File: src/rtl/motion_sequencer_if.sv
// motion_sequencer_if
//  Host command bus for the motion sequencer: a valid/ready strobe carrying one
//  move command (axis index + pulse count).
//  cmd_valid  host -> seq   command strobe
//  cmd_ready  seq -> host   command queue can accept
//  cmd_axis   host -> seq   axis index 0..5
//  cmd_pulses host -> seq   pulse count 1..1023
interface motion_sequencer_if;
    logic       cmd_valid;
    logic       cmd_ready;
    logic [2:0] cmd_axis;
    logic [9:0] cmd_pulses;

    modport master (output cmd_valid, output cmd_axis, output cmd_pulses, input cmd_ready);
    modport slave  (input cmd_valid, input cmd_axis, input cmd_pulses, output cmd_ready);
endinterface

File: src/rtl/motion_sequencer.sv
// motion_sequencer
//  Command scheduler in front of the 6-axis stepper pulse generator. Move commands
//  are queued in a small FIFO and issued one at a time once homing is complete.
//  Each move is tracked through start and finish, then the generator inputs are
//  parked at 0/0 for a gap so a repeated identical command is seen as a change.
// Ports
//  sysclk, rst    clock, asynchronous active-high reset
//  cmd            host command bus (slave side)
//  abort          flush queue and park the generator
//  pg_init_flag   per-axis homing-done flags;  pg_busy  generator busy
//  pg_motor       one-hot axis select;          pg_pulse_num  pulse count
//  homed          registered AND of the homing flags
//  seq_busy       a move is in flight or parking
//  done_pulse     1-cycle strobe on move completion
//  err_cmd        1-cycle strobe, illegal command dropped
//  err_timeout    sticky, generator never started a move
//  fifo_count     commands queued
module motion_sequencer #(
    parameter int DEPTH         = 4,
    parameter int GAP_CYCLES    = 8,
    parameter int START_TIMEOUT = 255
) (
    input  logic                       sysclk,
    input  logic                       rst,
    motion_sequencer_if.slave          cmd,
    input  logic                       abort,
    input  logic [5:0]                 pg_init_flag,
    input  logic                       pg_busy,
    output logic [5:0]                 pg_motor,
    output logic [9:0]                 pg_pulse_num,
    output logic                       homed,
    output logic                       seq_busy,
    output logic                       done_pulse,
    output logic                       err_cmd,
    output logic                       err_timeout,
    output logic [$clog2(DEPTH):0]     fifo_count
);
    localparam int PW = $clog2(DEPTH);
    localparam int CW = PW + 1;
    localparam int TW = $clog2(START_TIMEOUT + 1);
    localparam int GW = (GAP_CYCLES > 2) ? $clog2(GAP_CYCLES) : 1;

    typedef struct packed {
        logic [2:0] axis;
        logic [9:0] pulses;
    } cmd_t;

    typedef enum logic [2:0] {WAIT_HOME, IDLE, WAIT_START, WAIT_DONE, PARK} state_t;

    state_t          state;
    cmd_t            mem [DEPTH];
    logic [PW-1:0]   wr_ptr, rd_ptr;
    logic [CW-1:0]   count;
    logic [TW-1:0]   timer;
    logic [GW-1:0]   gap;
    cmd_t            head;
    logic            accept, legal, push, pop;

    assign cmd.cmd_ready = (count < CW'(DEPTH));
    assign fifo_count    = count;
    assign seq_busy      = (state != IDLE) && (state != WAIT_HOME);
    assign head          = mem[rd_ptr];

    assign accept = cmd.cmd_valid && cmd.cmd_ready;
    assign legal  = (cmd.cmd_axis <= 3'd5) && (cmd.cmd_pulses != 10'd0);
    // abort flushes the queue, so it also swallows a same-cycle push
    assign push   = accept && legal && !abort;
    assign pop    = (state == IDLE) && homed && (count != '0) && !abort;

    // Storage needs no reset: entries are only read behind a nonzero count.
    always_ff @(posedge sysclk) begin
        if (push)
            mem[wr_ptr] <= cmd_t'{axis: cmd.cmd_axis, pulses: cmd.cmd_pulses};
    end

    always_ff @(posedge sysclk or posedge rst) begin
        if (rst) begin
            wr_ptr  <= '0;
            rd_ptr  <= '0;
            count   <= '0;
            err_cmd <= 1'b0;
            homed   <= 1'b0;
        end else begin
            homed   <= &pg_init_flag;
            err_cmd <= accept && !legal;
            if (abort) begin
                wr_ptr <= '0;
                rd_ptr <= '0;
                count  <= '0;
            end else begin
                if (push) wr_ptr <= wr_ptr + 1'b1;
                if (pop)  rd_ptr <= rd_ptr + 1'b1;
                count <= count + CW'(push) - CW'(pop);
            end
        end
    end

    always_ff @(posedge sysclk or posedge rst) begin
        if (rst) begin
            state        <= WAIT_HOME;
            pg_motor     <= '0;
            pg_pulse_num <= '0;
            done_pulse   <= 1'b0;
            err_timeout  <= 1'b0;
            timer        <= '0;
            gap          <= '0;
        end else begin
            done_pulse <= 1'b0;
            if (abort)
                err_timeout <= 1'b0;
            if (abort && state != WAIT_HOME) begin
                state        <= PARK;
                pg_motor     <= '0;
                pg_pulse_num <= '0;
                gap          <= '0;
            end else begin
                case (state)
                    WAIT_HOME: if (homed) state <= IDLE;
                    IDLE: begin
                        if (!homed)
                            state <= WAIT_HOME;
                        else if (pop) begin
                            pg_motor     <= 6'd1 << head.axis;
                            pg_pulse_num <= head.pulses;
                            timer        <= '0;
                            state        <= WAIT_START;
                        end
                    end
                    WAIT_START: begin
                        if (pg_busy)
                            state <= WAIT_DONE;
                        else if (timer == TW'(START_TIMEOUT - 1)) begin
                            // generator never acknowledged: give up on this move
                            err_timeout  <= 1'b1;
                            pg_motor     <= '0;
                            pg_pulse_num <= '0;
                            gap          <= '0;
                            state        <= PARK;
                        end else
                            timer <= timer + 1'b1;
                    end
                    WAIT_DONE: begin
                        if (!pg_busy) begin
                            done_pulse   <= 1'b1;
                            pg_motor     <= '0;
                            pg_pulse_num <= '0;
                            gap          <= '0;
                            state        <= PARK;
                        end
                    end
                    PARK: begin
                        // hold the 0/0 gap; leave only once the generator is idle
                        if (gap == GW'(GAP_CYCLES - 1)) begin
                            if (!pg_busy) state <= homed ? IDLE : WAIT_HOME;
                        end else
                            gap <= gap + 1'b1;
                    end
                    default: state <= WAIT_HOME;
                endcase
            end
        end
    end
endmodule

File: src/flat_wrapper.sv
// flat-port wrapper written by rule: the top's interface ports become plain ports
module motion_sequencer_flat 
#(
    parameter int DEPTH         = 4,
    parameter int GAP_CYCLES    = 8,
    parameter int START_TIMEOUT = 255
)
  (sysclk, rst, abort, pg_init_flag, pg_busy, pg_motor, pg_pulse_num, homed, seq_busy, done_pulse, err_cmd, err_timeout, fifo_count, cmd_cmd_valid, cmd_cmd_axis, cmd_cmd_pulses, cmd_cmd_ready);
  motion_sequencer_if cmd_i ();
  input  logic sysclk;
  input  logic rst;
  input  logic abort;
  input  logic [5:0] pg_init_flag;
  input  logic pg_busy;
  output logic [5:0] pg_motor;
  output logic [9:0] pg_pulse_num;
  output logic homed;
  output logic seq_busy;
  output logic done_pulse;
  output logic err_cmd;
  output logic err_timeout;
  output logic [$clog2(DEPTH):0] fifo_count;
  input wire logic [$bits(cmd_i.cmd_valid)-1:0] cmd_cmd_valid;
  input wire logic [$bits(cmd_i.cmd_axis)-1:0] cmd_cmd_axis;
  input wire logic [$bits(cmd_i.cmd_pulses)-1:0] cmd_cmd_pulses;
  output wire logic [$bits(cmd_i.cmd_ready)-1:0] cmd_cmd_ready;
  assign cmd_i.cmd_valid = cmd_cmd_valid;
  assign cmd_i.cmd_axis = cmd_cmd_axis;
  assign cmd_i.cmd_pulses = cmd_cmd_pulses;
  assign cmd_cmd_ready = cmd_i.cmd_ready;
  motion_sequencer #(.DEPTH(DEPTH), .GAP_CYCLES(GAP_CYCLES), .START_TIMEOUT(START_TIMEOUT)) u_core (.sysclk(sysclk), .rst(rst), .cmd(cmd_i), .abort(abort), .pg_init_flag(pg_init_flag), .pg_busy(pg_busy), .pg_motor(pg_motor), .pg_pulse_num(pg_pulse_num), .homed(homed), .seq_busy(seq_busy), .done_pulse(done_pulse), .err_cmd(err_cmd), .err_timeout(err_timeout), .fifo_count(fifo_count));
endmodule
File: config.mk
export PLATFORM = sky130hd
export DESIGN_NAME = motion_sequencer_flat
export DESIGN_NICKNAME = d
export VERILOG_FILES = /design/src/rtl/motion_sequencer_if.sv /design/src/rtl/motion_sequencer.sv /design/src/flat_wrapper.sv
export SDC_FILE = /design/constraint.sdc
export NUM_CORES = 1
export LEC_CHECK = 0
export CORE_AREA = 2 2 114 116
export DETAILED_ROUTE_END_ITERATION = 8
export DIE_AREA = 0 0 116 118
export HOLD_SLACK_MARGIN = 0.06
export PLACE_DENSITY = 0.57
export SLEW_MARGIN = 30
export SYNTH_ARGS = -nofsm -noshare
export SYNTH_HDL_FRONTEND = slang
export SYNTH_SLANG_ARGS = --single-unit
File: constraint.sdc
create_clock -name sysclk -period 4.09 [get_ports sysclk]
set_input_delay 0.818 -clock sysclk [delete_from_list [all_inputs] [get_ports sysclk]]
set_output_delay 0.818 -clock sysclk [all_outputs]
set_load 0.02 [all_outputs]
### Met1 routing, run 1

Scale bar: 20 um. Supply wires on this layer in grey.
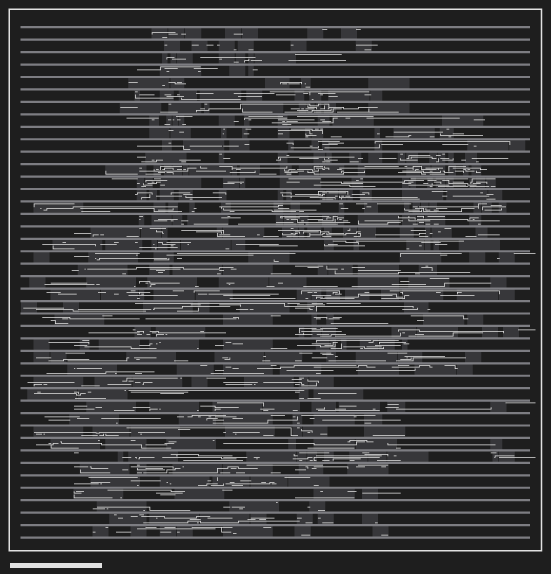
wire length on this layer: 3970 um
main direction: horizontal
nets with wire on the layer: 346
share of all routed wire: 47%
longest straight run: 38.3 um

### Cells by drive strength, run 1

Scale bar: 20 um.
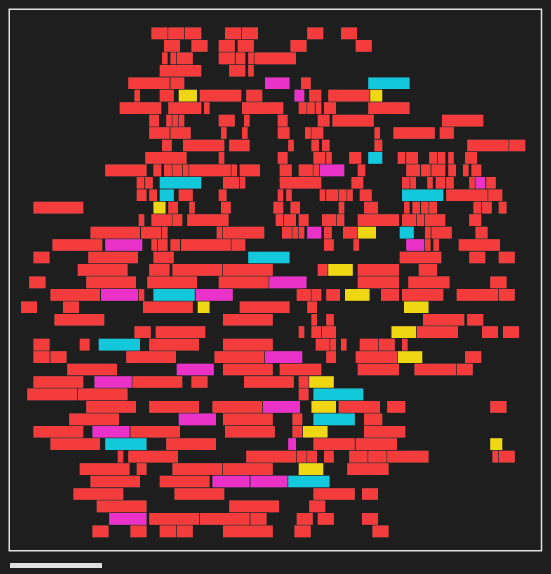
[_0 and _1 cells] red | cells: 315
[_6 and larger] cyan | cells: 13
[_2 cells] magenta | cells: 20
[_3 and _4 cells] yellow | cells: 15

### A small window of the routed layout, run 1

Scale bar: 10 um. Region (38, 15) to (78, 55) um. Cells in grey, sequential cells in the stronger grey; small squares are vias.
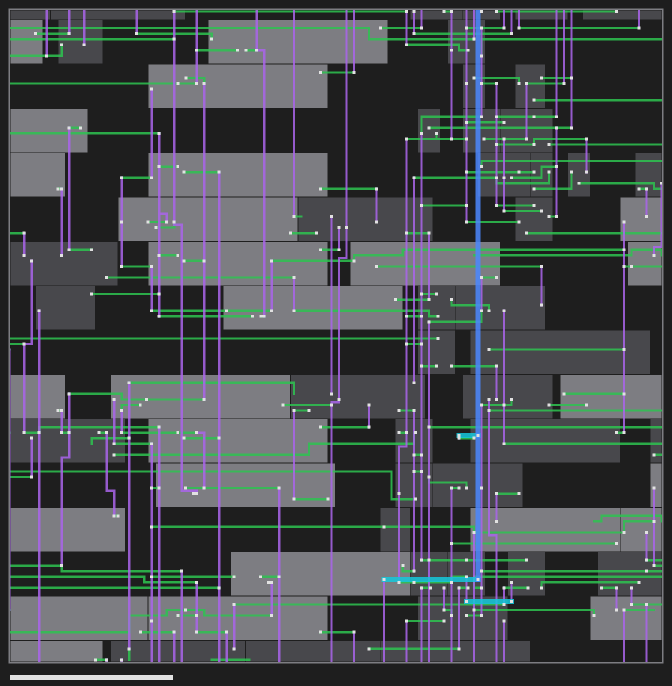
[metal 3] cyan
[metal 1] green
[metal 4] blue
[metal 2] purple
netlist names of flops here include: u_core.mem (13), u_core.pg_pulse_num (3)
sequential cells in the window: 16
cells with their middle in the window: 47
most frequent: edfxtp_1 (13), and3_1 (9)

==> run 1: synth_stat cells (4+ instances only) <==
library cell,count,area (um^2)
mux2i_1,4,40.0
a21oi_1,5,25.0
clkbuf_1,4,15.0
and3_1,13,81.3
nor4_1,4,25.0
nand2_1,16,60.1
mux2_1,7,78.8
buf_6,4,45.0
nor2b_1,4,25.0
nor3_1,9,45.0
nor3b_1,4,30.0
mux4_2,13,293
nor2_1,19,71.3
edfxtp_1,52,1560
inv_1,16,60.1
nand4_1,4,25.0
dfrtp_1,41,1030
ha_1,10,125
and2_1,4,25.0
o21ai_0,9,45.0
mux2_4,9,135
nand3_1,5,25.0
==> run 1: path summary, 6_finish.rpt <==
path | startpoint | endpoint | slack, ps | cells past startpoint
max | cmd_cmd_pulses[7] | u_core.mem[2][10] | 1190 | 5
min | u_core.pg_pulse_num[6] | u_core.pg_pulse_num[6] | 500 | 1
max reg2reg | u_core.state[0] | u_core.pg_motor[0] | 1480 | 4
min reg2reg | u_core.pg_pulse_num[6] | u_core.pg_pulse_num[6] | 500 | 1
max in group asynchronous | rst | u_core.gap[2] | 2800 | 3
min in group asynchronous | rst | u_core.pg_motor[0] | 910 | 3
==> run 1: routing by layer <==
layer | vias to the layer above | GRT usage (%) | wire (um)
li1 | 1247 | - | -
met4 | 0 | 6.47 | 191
met3 | 15 | 2.78 | 272
met2 | 45 | 20.5 | 4010
met5 | - | 0 | 0
met1 | 1293 | 19.0 | 3970
==> run 1: power by group <==
part,switching (mW),total [mW],internal (mW)
Combinational,0.294,0.613,0.320
Sequential,0.0960,1.18,1.09
Clock,0.359,0.838,0.479
Total,0.749,2.64,1.89
==> out/summary.txt, run 1 <==
die height -> 118 um
Largest regs -> u_core.mem (52), u_core.pg_pulse_num (10), u_core.timer (8)
CTS Hold Bufs -> 0
Non-clock inverters -> 16
worst hold margin -> 500 ps
Syn Nets -> 346
Placer Congestion -> 0.761
DRT Pass-1 Iters -> 4
H-tree depth -> 3
vias in the first global route -> 2645
postcts setup bufs -> 0
buffering overhead -> 9.62%
tool warning count -> 30
final-stage net count -> 393
vias per inst -> 4.86
critical path arrival -> 2880 ps
yosys aoi share -> 5.43%
HP Class -> flip-flop to flip-flop
CP max-delay cell -> and2_1
Worst-Margin Slew -> 871 ps
final worst path period need -> 2900 ps
Syn Area/Cell -> 13.9 um^2
crit path capture type -> flip-flop
max incr delay on CP -> 660 ps
dpl cell area -> 0.00493 mm^2
Area Overhead vs Synth -> 21.2%
Dominant flop cell -> edfxtp_1
final setup fails -> 0
fin crit share -> 70.9%
final worst slack -> 1190 ps
Post-Synth Adder-Cell Area -> 3.37%
Top non-seq family -> simple AND/OR/NAND/NOR gates
total power -> 2.64 mW
Insertion Delay late pin -> 350 ps
clock buffer count in the final layout -> 10
fraction of area in clock buffers and inverters -> 5.70%
Reg clk slew, reported paths -> 60 ps
Yosys warnings -> 0
Comb area -> 0.00156 mm^2
HPWL after detailed placement -> 5.87 mm
Biggest register -> u_core.mem
Comb area share -> 29.9%
Cell variety after synth -> 54
Routed Antenna Nets -> 0
Post-route DRC -> 0
placed insts -> 519
GR Overflow Total -> 0
Required @ worst endpoint -> 4070 ps
clock sinks -> 93
status -> complete, no violations
crit path kind -> primary input to flip-flop
Max Clk Rate -> 0.345 GHz
maxcap violations -> 0
Cell Pwr Density -> 504 mW/mm^2
MUX share of area -> 12.9%
global-route wire length before repair -> 14.1 mm
IO Pins -> 49
RSZ-0062 raised after global routing -> false
Fin Clk Skew -> 5.81 ps
Post-synth ARST share -> 44.1%
Design Area, Final -> 0.00523 mm^2
CP Cell Sequence -> clkdlybuf4s50_1 > nor4_1 > a32o_1 > nor3_1 > and2_1
Final Hold Violation Tally -> 0
Bufs and invs on worst path -> 1
ys flops -> 93
nonclk buf count -> 51
share of layout cells above drive strength 1 -> 13.2%
Well Taps -> 172
CTS tree -> built
detailed-route wire length -> 8.44 mm
peak supply drop -> 0.199 mV
root buffer selected by CTS -> clkbuf_16
core footprint -> 0.0124 mm^2
CTS max path bufs -> 2
mi-comb count -> 187
Slew Limit Fails -> 0
flop share of the area -> 49.5%
Max-area cell class -> flip-flops and latches
max reg flops -> 52
most numerous logic cells after layout -> edfxtp_1 (52), clkdlybuf4s50_1 (48), dfrtp_1 (41), nor2_1 (19)
Flops -> 93
pin count of the biggest net entering global routing -> 42
Die Width -> 116 um
LEAKAGE -> 2.01 nW
Mapped Area -> 0.00431 mm^2
peak fanout along the critical path -> 13
Non-Filler Instances -> 535
antenna cells -> 0
post-CTS sizing -> 0
register area -> 0.00259 mm^2
### Congestion heat map, run 1

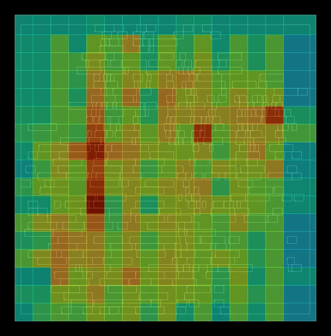

==> run 1 -> run 2 <==
--- a/config.mk
+++ b/config.mk
@@ -9,7 +9,7 @@
 export DETAILED_ROUTE_END_ITERATION = 8
 export DIE_AREA = 0 0 116 118
 export HOLD_SLACK_MARGIN = 0.06
-export PLACE_DENSITY = 0.57
+export PLACE_DENSITY = 0.59
 export SLEW_MARGIN = 30
 export SYNTH_ARGS = -nofsm -noshare
 export SYNTH_HDL_FRONTEND = slang
==> constraint.sdc (replaced) <==
create_clock -name sysclk -period 2.5 [get_ports sysclk]
set_input_delay 0.5 -clock sysclk [delete_from_list [all_inputs] [get_ports sysclk]]
set_output_delay 0.5 -clock sysclk [all_outputs]
set_load 0.02 [all_outputs]
### Congestion heat map, run 2

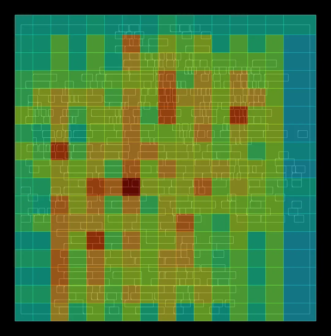
gr usage total: 13.4%
met3 Track Usage GR: 2.27%

### A small window of the routed layout, run 2

Scale bar: 10 um. Region (38, 15) to (78, 55) um. Cells in grey, sequential cells in the stronger grey; small squares are vias.
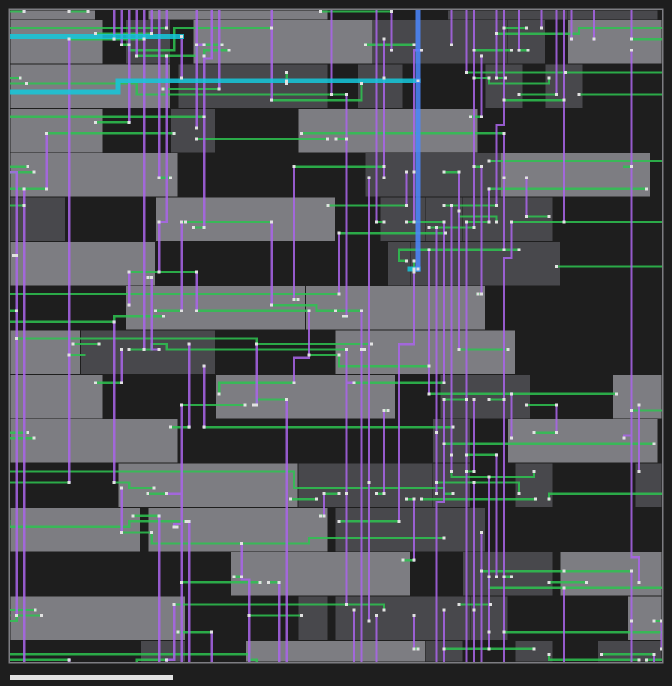
[metal 2] purple
[metal 4] blue
[metal 1] green
[metal 3] cyan
netlist names of flops here include: u_core.mem (19), u_core.pg_pulse_num (4)
most frequent: edfxtp_1 (19), and3_1 (8), mux4_2 (5)
cells with their middle in the window: 48
sequential cells in the window: 23

==> run 2 against run 1 <==
Synthesized area stayed put. Synthesized cell count did not move. Via count up 4.0%. Global-route usage shrank 0.31 points. Critical path type unchanged. Utilization rose by 2.8 points.
==> out/summary.txt, run 2 <==
Reg clk slew, reported paths -> 70 ps (about the same)
Syn Area/Cell -> 13.9 um^2 (unchanged)
top-count cell post-synth -> edfxtp_1
Worst-Margin Slew -> 616 ps (-255 ps)
ys flops -> 93 (unchanged)
Internal Power -> 3.18 mW (+68%)
antenna cells -> 0 (unchanged)
clock-net power -> 1.33 mW (+59%)
postcts setup bufs -> 0 (unchanged)
fraction of power consumed by sequential logic -> 42.7% (-2.2 points)
status -> complete, no violations
most numerous logic cells after layout -> edfxtp_1 (52), clkdlybuf4s50_1 (48), dfrtp_1 (41), buf_4 (32), nor2_1 (19)
pin count of the biggest net entering global routing -> 42 (unchanged)
IO Pins -> 49 (unchanged)
Design Area, Final -> 0.00558 mm^2 (+6.7%)
Required @ worst endpoint -> 2730 ps (-1340 ps)
vias per inst -> 4.74 (-2.5%)
Comb power -> 1.18 mW (+92%)
peak fanout along the critical path -> 2 (-11)
Fin Clk Skew -> 7.07 ps (+1.26 ps)
fin crit share -> 90.7%
critical path arrival -> 2500 ps (-380 ps)
Non-Filler Instances -> 571 (+6.7%)
Psw -> 1.21 mW (+62%)
DRT Pass-1 Iters -> 4 (unchanged)
vias in the first global route -> 2759 (+4.3%)
global-route wire length before repair -> 14.1 mm (-0.29%)
total power -> 4.39 mW (+67%)
top area contributor share -> 36.2% (unchanged)
final worst slack -> 233 ps (-959 ps)
max incr delay on CP -> 500 ps (-160 ps)
detailed-route wire length -> 8.52 mm (+0.96%)
max reg flops -> 52 (unchanged)
H-tree depth -> 3 (unchanged)
Mapped Area -> 0.00431 mm^2 (unchanged)
==> run 2: netlist changes by cell type in the layout (fill, tap and decap cells not counted) <==
| cell | before | now |
|---|---|---|
| buf_4 | 3 | 32 |
| buf_12 | 0 | 7 |
| inv_6 | 3 | 1 |
| clkbuf_1 | 1 | 2 |
| clkinv_1 | 0 | 1 |
| clkinv_4 | 0 | 1 |
| inv_1 | 16 | 15 |
| o21ai_0 | 8 | 9 |
| o21ai_1 | 2 | 1 |
==> run 2: worst paths after layout <==
check,from,end,slack [ps],cells after the start
hold / removal,u_core.pg_motor[0],u_core.pg_motor[0],490,1
min in group asynchronous,rst,u_core.pg_motor[5],510,3
max in group asynchronous,rst,u_core.state[2],1790,3
setup / recovery,cmd_cmd_pulses[8],u_core.fifo_count[2],230,10
setup reg to reg,u_core.fifo_count[2],u_core.fifo_count[2],260,10
hold reg to reg,u_core.pg_motor[0],u_core.pg_motor[0],490,1
==> run 2: area by class of cell <==
cell class	instances	area [um^2]	area share, %
multi-input cells	187	1560	28.0
inverters	16	60.1	1.08
repair buffers	87	861	15.4
clock buffers	11	233	4.17
flip-flops and latches	93	2590	46.4
clock inverters	5	60.1	1.08
well taps	172	215	3.86
==> run 2: cells by family after synthesis <==
group,synth area share (%)
AND-OR/OR-AND,5.43
buffers and inverters,3.71
flip-flops,60.0
adder cells (fa/ha/maj),3.37
AND/OR/NAND/NOR,13.7
multiplexers,12.9
XOR/XNOR,0.813
==> run 2: metal layers <==
layer | global-route usage [%] | vias up | routed length, um
met2 | 20.8 | 34 | 4080
met3 | 2.27 | 10 | 217
li1 | - | 1330 | -
met1 | 18.3 | 1331 | 4090
met4 | 6.03 | 0 | 128
met5 | 0 | - | 0
### Cells by drive strength, run 2

Scale bar: 20 um.
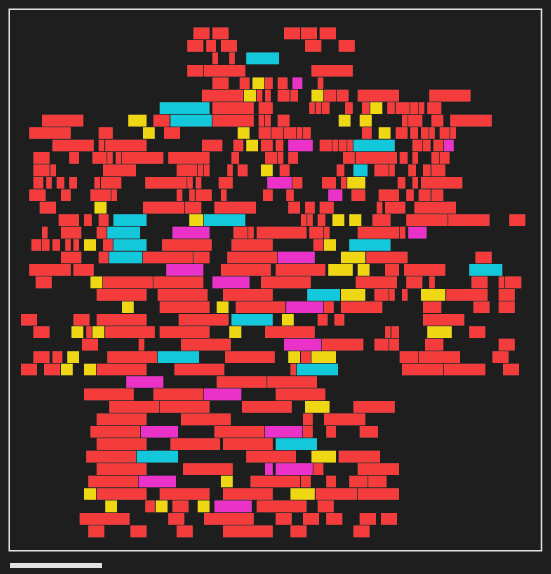

==> run 2 -> run 3 <==
--- a/config.mk
+++ b/config.mk
@@ -10,6 +10,7 @@
 export DIE_AREA = 0 0 116 118
 export HOLD_SLACK_MARGIN = 0.06
 export PLACE_DENSITY = 0.59
+export REMOVE_ABC_BUFFERS = 1
 export SLEW_MARGIN = 30
 export SYNTH_ARGS = -nofsm -noshare
 export SYNTH_HDL_FRONTEND = slang
### Cells by drive strength, run 3

Scale bar: 20 um.
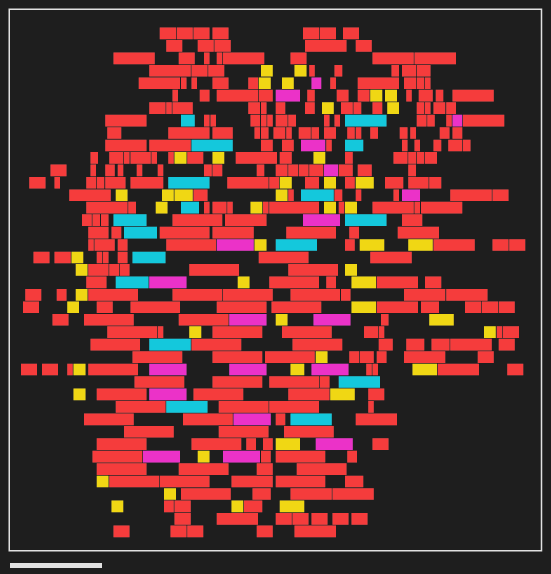
[_3 and _4 cells] yellow | cells: 50
[_0 and _1 cells] red | cells: 315
[_6 and larger] cyan | cells: 17
[_2 cells] magenta | cells: 19

### Congestion heat map, run 3

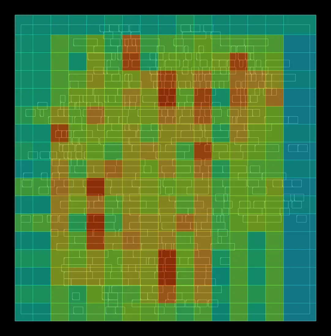
met1 Use GR: 16.9%
met3 Track Usage GR: 2.83%
Final Util: 44.8%
GR peak layer: met2
gr usage total: 13.2%

==> run 3 against run 2 <==
Via count increased by 0.89%. Non-clock buffer count increased by 2. Clock power decreased by 4%. Maximum frequency decreased by 1.4%. Final cell count increased by 0.35%. Wire length decreased by 0.54%. Synthesized cell count unchanged. Power decreased by 1.1%. Sequential share of layout area increased by 0.16 points. Worst setup slack got worse by 32 ps. Largest cell class unchanged.
==> out/summary.txt, run 3 <==
status -> complete, no violations
vias per inst -> 4.76 (+0.54%)
Post-synth EDFFs -> 52
clock share of power -> 29.5%
peak supply drop -> 0.303 mV
Required @ worst endpoint -> 2730 ps (about the same)
R2R cell count -> 10 (unchanged)
Rows -> 41
clock-net power -> 1.28 mW (-4%)
Area Overhead vs Synth -> 29.0%
Yosys chip area -> 0.00431 mm^2
WHS Path Cells -> 1 (unchanged)
maxcap violations -> 0
Fin Clk Skew -> 5.17 ps (-1.90 ps)
DRT Pass-1 Iters -> 4 (unchanged)
postcts setup bufs -> 0 (unchanged)
Dominant flop cell -> edfxtp_1
Yosys warnings -> 0
worst reg2reg endpoint -> u_core.fifo_count[2]
Hold EP -> u_core.pg_pulse_num[8]
total power -> 4.34 mW (-1.1%)
Comb power -> 1.19 mW (about the same)
fraction of power consumed by sequential logic -> 43.0% (+0.3 points)
P_seq -> 1.87 mW
Reg clk slew, reported paths -> 70 ps (about the same)
tool warning count -> 29
global-route wire length before repair -> 14.0 mm (-0.69%)
ys flops -> 93 (unchanged)
top area contributor share -> 36.2% (unchanged)
Slew Limit Fails -> 0
Syn Area/Cell -> 13.9 um^2 (unchanged)
Internal Power -> 3.10 mW (-2.5%)
pin count of the biggest net entering global routing -> 42 (unchanged)
R2R Path Start -> u_core.fifo_count[2]
IO Pins -> 49 (unchanged)
Psw -> 1.24 mW (+2.5%)
top-count cell post-synth -> edfxtp_1
max reg flops -> 52 (unchanged)
combinational power share -> 27.5%
final setup fails -> 0
peak fanout along the critical path -> 6 (+4)
vias in the first global route -> 2820 (+2.2%)
post-synthesis cell count -> 311
LEAKAGE -> 2.20 nW
R2R setup slack -> 210 ps (-50 ps)
critical path arrival -> 2530 ps (+30 ps)
core footprint -> 0.0124 mm^2
Sw Ratio -> 28.6%
top cells by count, synth -> edfxtp_1 (52), dfrtp_1 (41), nor2_1 (19)
antenna cells -> 0 (unchanged)
hold path startpoint -> u_core.pg_pulse_num[8]
Routed Antenna Nets -> 0
Synth area leader -> edfxtp_1
die height -> 118 um
Worst-Margin Slew -> 639 ps (+23.0 ps)
H-tree depth -> 3 (unchanged)
Max Clk Rate -> 0.435 GHz
dpl cell area -> 0.00528 mm^2
fin crit share -> 92.0% (+1.3 points)
Commonest Layout Cell -> edfxtp_1
final-stage net count -> 431
detailed-route wire length -> 8.48 mm (-0.54%)
Post-route DRC -> 0
Cell variety after synth -> 54
most numerous logic cells after layout -> edfxtp_1 (52), clkdlybuf4s50_1 (48), dfrtp_1 (41), buf_4 (36), nor2_1 (19)
Mapped Area -> 0.00431 mm^2 (unchanged)
Design Area, Final -> 0.00556 mm^2 (-0.34%)
CTS tree -> built
DR vias -> 2729
antenna violations before repair -> 0
startpoint types -> primary input
final worst path period need -> 2300 ps
==> run 3: cell counts after synthesis <==
No cell type changed its count.
==> run 3: how the worst max path moves through the flow <==
stage	startpoint	to	slack [ps]	cells past startpoint
2_1_floorplan	u_core.state[0]	u_core.pg_motor[0]	230	4
6_report	cmd_cmd_pulses[9]	u_core.fifo_count[2]	200	10
4_1_cts	cmd_cmd_pulses[7]	u_core.fifo_count[2]	170	10
3_3_place_gp	cmd_cmd_pulses[7]	u_core.fifo_count[2]	-100	10
3_5_place_dp	cmd_cmd_pulses[7]	u_core.fifo_count[2]	-200	10
5_1_grt	cmd_cmd_pulses[7]	u_core.fifo_count[1]	50	9
==> run 3: cell families after synthesis <==
kind of cell    synth area share [%]
mux                             12.9
xor+xnor                       0.813
flops                           60.0
simple gates                    13.7
fa+ha+maj                       3.37
compound gates                  5.43
buf+inv                         3.71
==> run 3: per-stage QoR <==
step	instances	setup WS [ps]	TNS, ps	hold slack (ps)
2_1_floorplan	296	225	0	498
3_3_place_gp	557	-98.3	-131	472
6_report	573	200	0	489
4_1_cts	573	169	0	494
5_1_grt	573	50.9	0	519
3_5_place_dp	557	-196	-3770	478
==> run 3: final cells by class <==
cell class                      instances  area (um^2)
Timing Repair Buffer                   89          851
Sequential cell                        93         2590
Multi-Input combinational cell        187         1560
Tap cell                              172          215
Clock inverter                          6         55.1
Fill cell                            1168         6850
Inverter                               16         60.1
Clock buffer                           10          229
==> run 3: worst max-delay path: stages <==
cell and delay, ps:
clkdlybuf4s50_1 490, nor4_1 60, buf_4 140, a32o_1 300, nor3_1 220, ha_1 190
inv_1 50, fa_1 370, xnor2_1 160, nor2_1 50
==> run 3: per-layer routing <==
metal  track usage, %  wire, um
met2             22.0      4240
met3             2.83       270
met1             16.9      3870
met4             4.69        94
met5                0         0
No activity file was given, so power comes from the tool's default toggle rates.
